Design traffic_light_ctrl_flat, sky130hd; sources not shown.
**Run 1: supply network**

Bar = 20 um. Pins as bars on the die edge. Tap cells in gray.
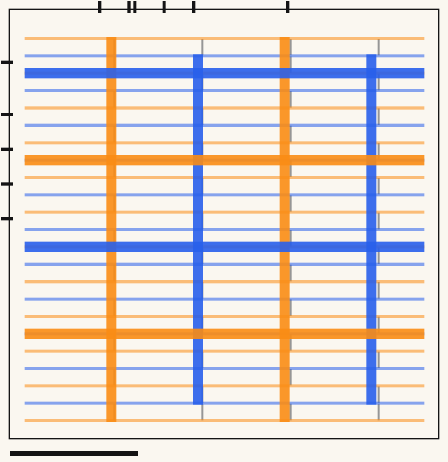
- blue: VDD
- orange: VSS
- met1 rails: 23
- met5 straps: 4
Die X: 67.0 um
Die H: 67.0 um
Core Region: 3740 um2

**Run 1: metal layers overlaid**

Only two layers are drawn.
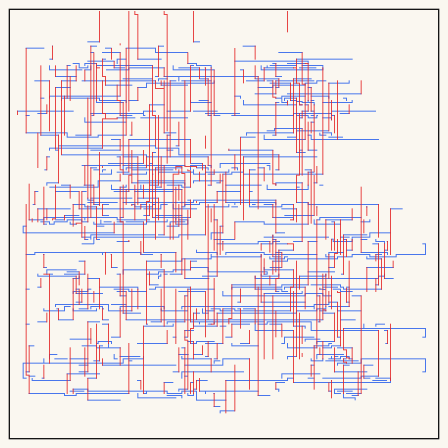
- blue: M1 (wire length 2,080 um)
- red: M2 (wire length 1,720 um)
Total GRT Usage: 0.206
via count: 1,677

**Run 1: congestion heat map**

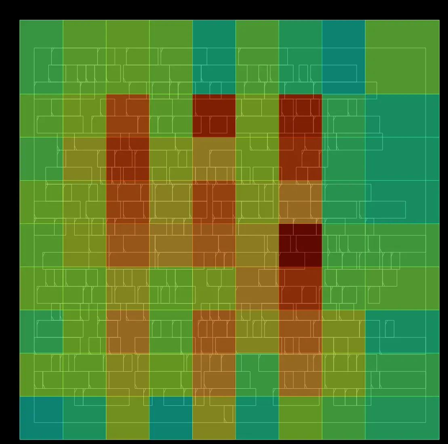
GR peak layer: met2
Final Util: 0.648
met3 usage: 0.0557
met1 Usage GRT: 0.283
DR WL/cell: 13.3 um

**Run 1: zoomed window**

Region (38, 4) to (63, 29) um. Cells in gray, sequential cells in the stronger gray; small squares are vias.
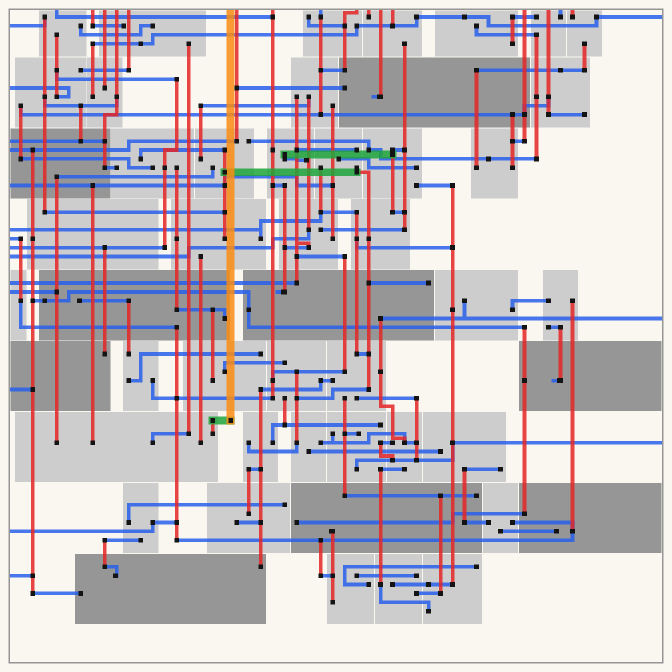
- red: M2
- green: M3
- orange: M4
- blue: M1
- cells with their middle in the window: 48
- sequential cells in the window: 9
- most frequent: dfxtp_1 (9), nor2_1 (6), xor2_1 (5)

==> impl_metrics.csv, run 1 <==
group,metric,value,unit
finish,syn_to_final_growth,11.0,%
final_timing,tightest_slew,0.451,ns
yosys,yosysTopAreaCell,"dfxtp_1",
clock_network,clock-root-buffer,"clkbuf_8",
clock_network,insertion_delay,0.29,ns
yosys,avgSynthCellArea,9.14,um2
final_timing,rsz0062_at_grt,"true",
final_timing,setup_violations,0,
run,warnings,27,
global_route,grt_pass1_vias,1600,
outcome,status,"finished, final reports clean",
power,ir_worst_vdd,0.336,mV
setup_path,critPathMaxFanout,8,
yosys,mux_share,0.0155,
die,rows,22,
placed_design,dp_cells,289,
clock_network,cts_made_buffers,5,
final_timing,setup_slack,0.0386,ns
finish,nets,259,
yosys,edf_count,0,
setup_path,worstRegToRegCells,10,
setup_path,crit_type,"reg2reg",
yosys,synth_stat.cells,239,
final_timing,hold_ws,0.419,ns
die,dieArea,4490,um2
global_route,grt_max_degree,27,
yosys,syn_inst,239,
clock_network,cts.sinks,46,
drt,drt-pass1-iter-count,5,
drt,avgViaCountPerCell,5.57,
yosys,ys_ff,46,
setup_path,cp.arrival,2.75,ns
final_timing,period_used_share,0.985,
run,maxCapViolations,0,
placed_design,dp_hpwl,2.76,mm
finish,stdcell_area,2420,um2
yosys,syn_area,2180,um2
min_path,min_path_cells,1,
yosys,topCombFamilyByArea,"simple AND/OR/NAND/NOR gates",
yosys,ff_type,"dfxtp_1",
clock_network,max-clock-path-buffers,2,
placed_design,gp_congestion,0.850,
yosys,yosysSeqAreaShare,0.422,
yosys,xor_share,0.112,
yosys,ys_async_sr_fraction,0,
clock_network,tritoncts,"yes",
power,p_per_area,475,nW/um2
yosys,adder_share,0.0172,
final_timing,setup_tns,0,ns
die,core_util_floorplan,0.584,
final_timing,drv_slew,0,
final_timing,fmax,383,MHz
yosys,aoi_share,0.119,
setup_path,end_kind,"flip-flop",
clock_network,cts_resized,0,
global_route,grt_pass1_wl,7.09,mm
final_timing,hold_viol_final,0,
yosys,top_cell_area_share,0.422,
clock_network,ctsHoldBuffers,0,
-- run 1: cell families after synthesis --
group | after synthesis
flip-flops | 46
multiplexers | 3
AND-OR/OR-AND | 30
XOR/XNOR | 28
adder cells (fa/ha/maj) | 3
buffers and inverters | 12
AND/OR/NAND/NOR | 117
-- run 1: Yosys cell counts, types with 2 or more instances --
master	n
dfxtp_1	46
nand2_1	18
nor2b_1	2
and3_1	5
a21oi_1	8
nand3_1	9
nor4b_1	2
o21ai_0	5
inv_1	5
xor2_1	19
nor2_2	2
xnor2_1	9
nand4_1	7
nor4_4	2
nor2_1	43
a21o_1	3
mux2i_1	2
buf_2	3
ha_1	3
nor3_1	6
or3_1	5
-- run 1: critical path: stages (launching register included) --
cell and delay, ns:
dfxtp_4 0.35, or3_4 0.38, a2111oi_4 0.30, buf_4 0.22, o211ai_1 0.12, a311oi_2 0.30
o32a_2 0.21, nor2_1 0.04, ha_1 0.27, nor2b_4 0.13, a21o_1 0.15
-- run 1: power by group --
group	switching, mW	leakage (nW)	internal, mW	total [mW]
clock network	0.220	0.0482	0.210	0.430
registers	0.00416	0.372	0.694	0.699
logic	0.0130	0.470	0.00970	0.0227
-- run 1: cells in the final DEF, fill, tap and decap left out, drive strengths merged, types with 5 or more instances in the layout --
master	synthesis	final
clkbuf	2	7
nor3	6	6
buf	4	13
inv	5	5
nand4	7	7
nor2	45	45
xnor2	9	9
xor2	19	19
and3	5	5
o21ai	5	5
a21oi	8	8
dfxtp	46	46
or3	6	6
nand3	10	10
nand2	18	18
-- run 1: cell type report --
class                      instances  area [um2]  area share
clock inverter                     1        5.00     0.00206
inverter                           5        18.8     0.00774
sequential                        46         927       0.382
tap                               48        60.1      0.0248
clock buffer                       7        86.3      0.0356
multi-input combinational        181        1220       0.502
timing repair buffer              13         110      0.0454
**Run 1: register map, names as in the netlist**

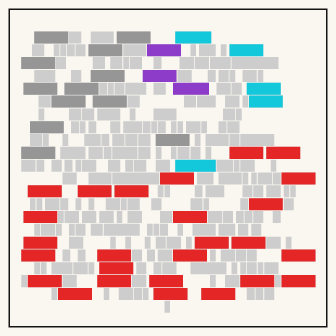

==> run 2: changes to the inputs <==
Settings changed: PLACE_DENSITY 0.73 to 0.7.
Clock period 2.65 ns to 2.6 ns, I/O delays scaled along.
**Run 2: register map, names as in the netlist**

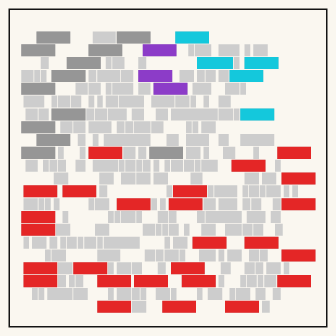
- cyan: u_core.sec_cnt_q (flops 5; where top right)
- purple: u_core.dur_last (flops 3)
- red: u_core.u_tick_gen.cnt_q (flops 26)
flop share of the area: 0.382
Seq. cell area: 922 um2
sequential group power: 0.713 mW

==> run 2 against run 1 <==
Total power shrank 0.97%. Via count shrank 0.95%. Cell area is 0.41% lower. Sequential power grew 2%. Largest power group unchanged.
==> impl_metrics.csv, run 2 <==
group,metric,value,unit
outcome,status,"finished, final reports clean",
die,die-height,67.0,um
global_route,grt_pass1_wl,7.27,mm
final_timing,setup_slack,0.0601,ns
yosys,ff_type,"dfxtp_1",
setup_path,crit_buf_inv,1,
final_timing,period_used_share,0.977,
drt,vias,1661,
placed_design,gp_congestion,0.868,
final_timing,drv_slew,0,
final_timing,setup_tns,0,ns
setup_path,crit_cells,9,
die,die_w,67.0,um
finish,stdcell_area,2410,um2
yosys,edf_count,0,
drt,avgViaCountPerCell,5.52,
finish,final_common_cell,"dfxtp_1",
yosys,syn_inst,239,
setup_path,max_stage_delay,0.41,ns
setup_path,crit_family,"AND-OR/OR-AND gates",
global_route,grt_max_degree,27,
run,warnings,28,
die,dieArea,4490,um2
final_timing,rsz0062_at_grt,"true",
final_timing,tightest_slew,0.485,ns
clock_network,cts_made_buffers,5,
setup_path,cp_slowest_cell,"o32a_2",
power,ir_worst_vdd,0.350,mV
yosys,syn_area,2180,um2
setup_path,cp.arrival,2.69,ns
min_path,min_path_cells,1,
die,rows,22,
clock_network,max-clock-path-buffers,2,
finish,fin_util,0.645,
setup_path,crit_type,"reg2reg",
setup_path,end_kind,"flip-flop",
clock_network,tritoncts,"yes",
clock_network,ctsHoldBuffers,0,
yosys,avgSynthCellArea,9.14,um2
final_timing,hold_viol_final,0,
yosys,yosysSeqAreaShare,0.422,
final_timing,setup_violations,0,
clock_network,insertion_delay,0.30,ns
setup_path,path_cells,"or3_4, a2111oi_4, buf_4, nand3_2, o32a_2, nor2_1, ha_1, nor2b_4, a21o_1",
clock_network,cts.sinks,46,
die,core_util_floorplan,0.584,
setup_path,critPathMaxFanout,6,
yosys,ys_ff,46,
finish,syn_to_final_growth,10.5,%
yosys,yosysTopAreaCell,"dfxtp_1",
drt,drt-pass1-iter-count,4,
power,p_per_area,472,nW/um2
setup_path,worstRegToRegCells,9,
finish,lay_top_cells,"dfxtp_1, nor2_1, xor2_1",
yosys,netlist_top_cells_count,"dfxtp_1, nor2_1, xor2_1",
global_route,grt_pass1_vias,1637,
die,core-area,3740,um2
**Run 2: congestion heat map**

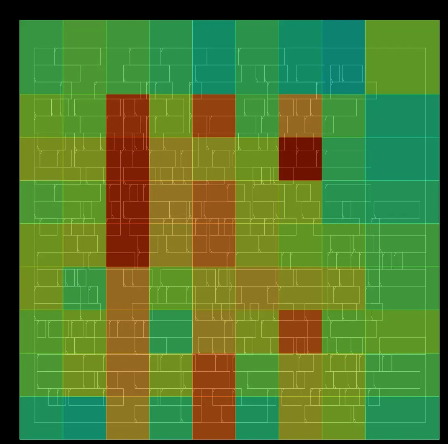
DR WL/cell: 13.1 um
grt met2 use: 0.330
met1 Usage GRT: 0.280
Total GRT Usage: 0.211

[run 2: where the power goes]
| group | total [mW] | internal, mW | leakage (nW) | switching, mW |
|---|---|---|---|---|
| logic | 0.0231 | 0.0101 | 0.475 | 0.0131 |
| registers | 0.713 | 0.709 | 0.372 | 0.00420 |
| clock network | 0.404 | 0.185 | 0.0383 | 0.219 |
| total | 1.14 | 0.904 | 0.885 | 0.236 |
[run 2: worst reg2reg max path, delay by kind of cell, from the launching register on]
kind	cells	cell delay, ns
compound gates	3	0.91
fa+ha+maj	1	0.23
buf+inv	1	0.20
flops	1	0.35
simple gates	4	0.71
[run 2: what timing repair did]
action | 4_1_cts | 5_1_grt
buffers inserted | 0 | 1
hold endpoints to repair | 0 | 0
gates resized | 0 | 2
endpoints found under the setup margin | 0 | 7
[run 2: kinds of logic (layout without fill, tap and decap cells)]
group,Yosys count,in the layout,synth area share
and+or+nand+nor,117,117,0.288
adders and majority gates,3,3,0.0172
xor gates and xnor gates,28,28,0.112
AOI/OAI and AO/OA,30,30,0.119
DFF,46,46,0.422
muxes,3,3,0.0155
buffers and inverters,12,26,0.0269
[run 2: routing by layer]
layer	GRT usage	vias up
met5	0	-
met4	0.0867	0
met3	0.0473	5
met2	0.330	26
met1	0.280	775
li1	-	855
[run 2: cell type report]
| type | count | area, um2 | area share |
|---|---|---|---|
| repair buffers | 14 | 118 | 0.0487 |
| clock buffers | 7 | 76.3 | 0.0316 |
| flip-flops and latches | 46 | 922 | 0.382 |
| multi-input cells | 181 | 1220 | 0.505 |
| well taps | 48 | 60.1 | 0.0249 |
| inverters | 5 | 18.8 | 0.00777 |
No activity file was given, so power comes from the tool's default toggle rates.
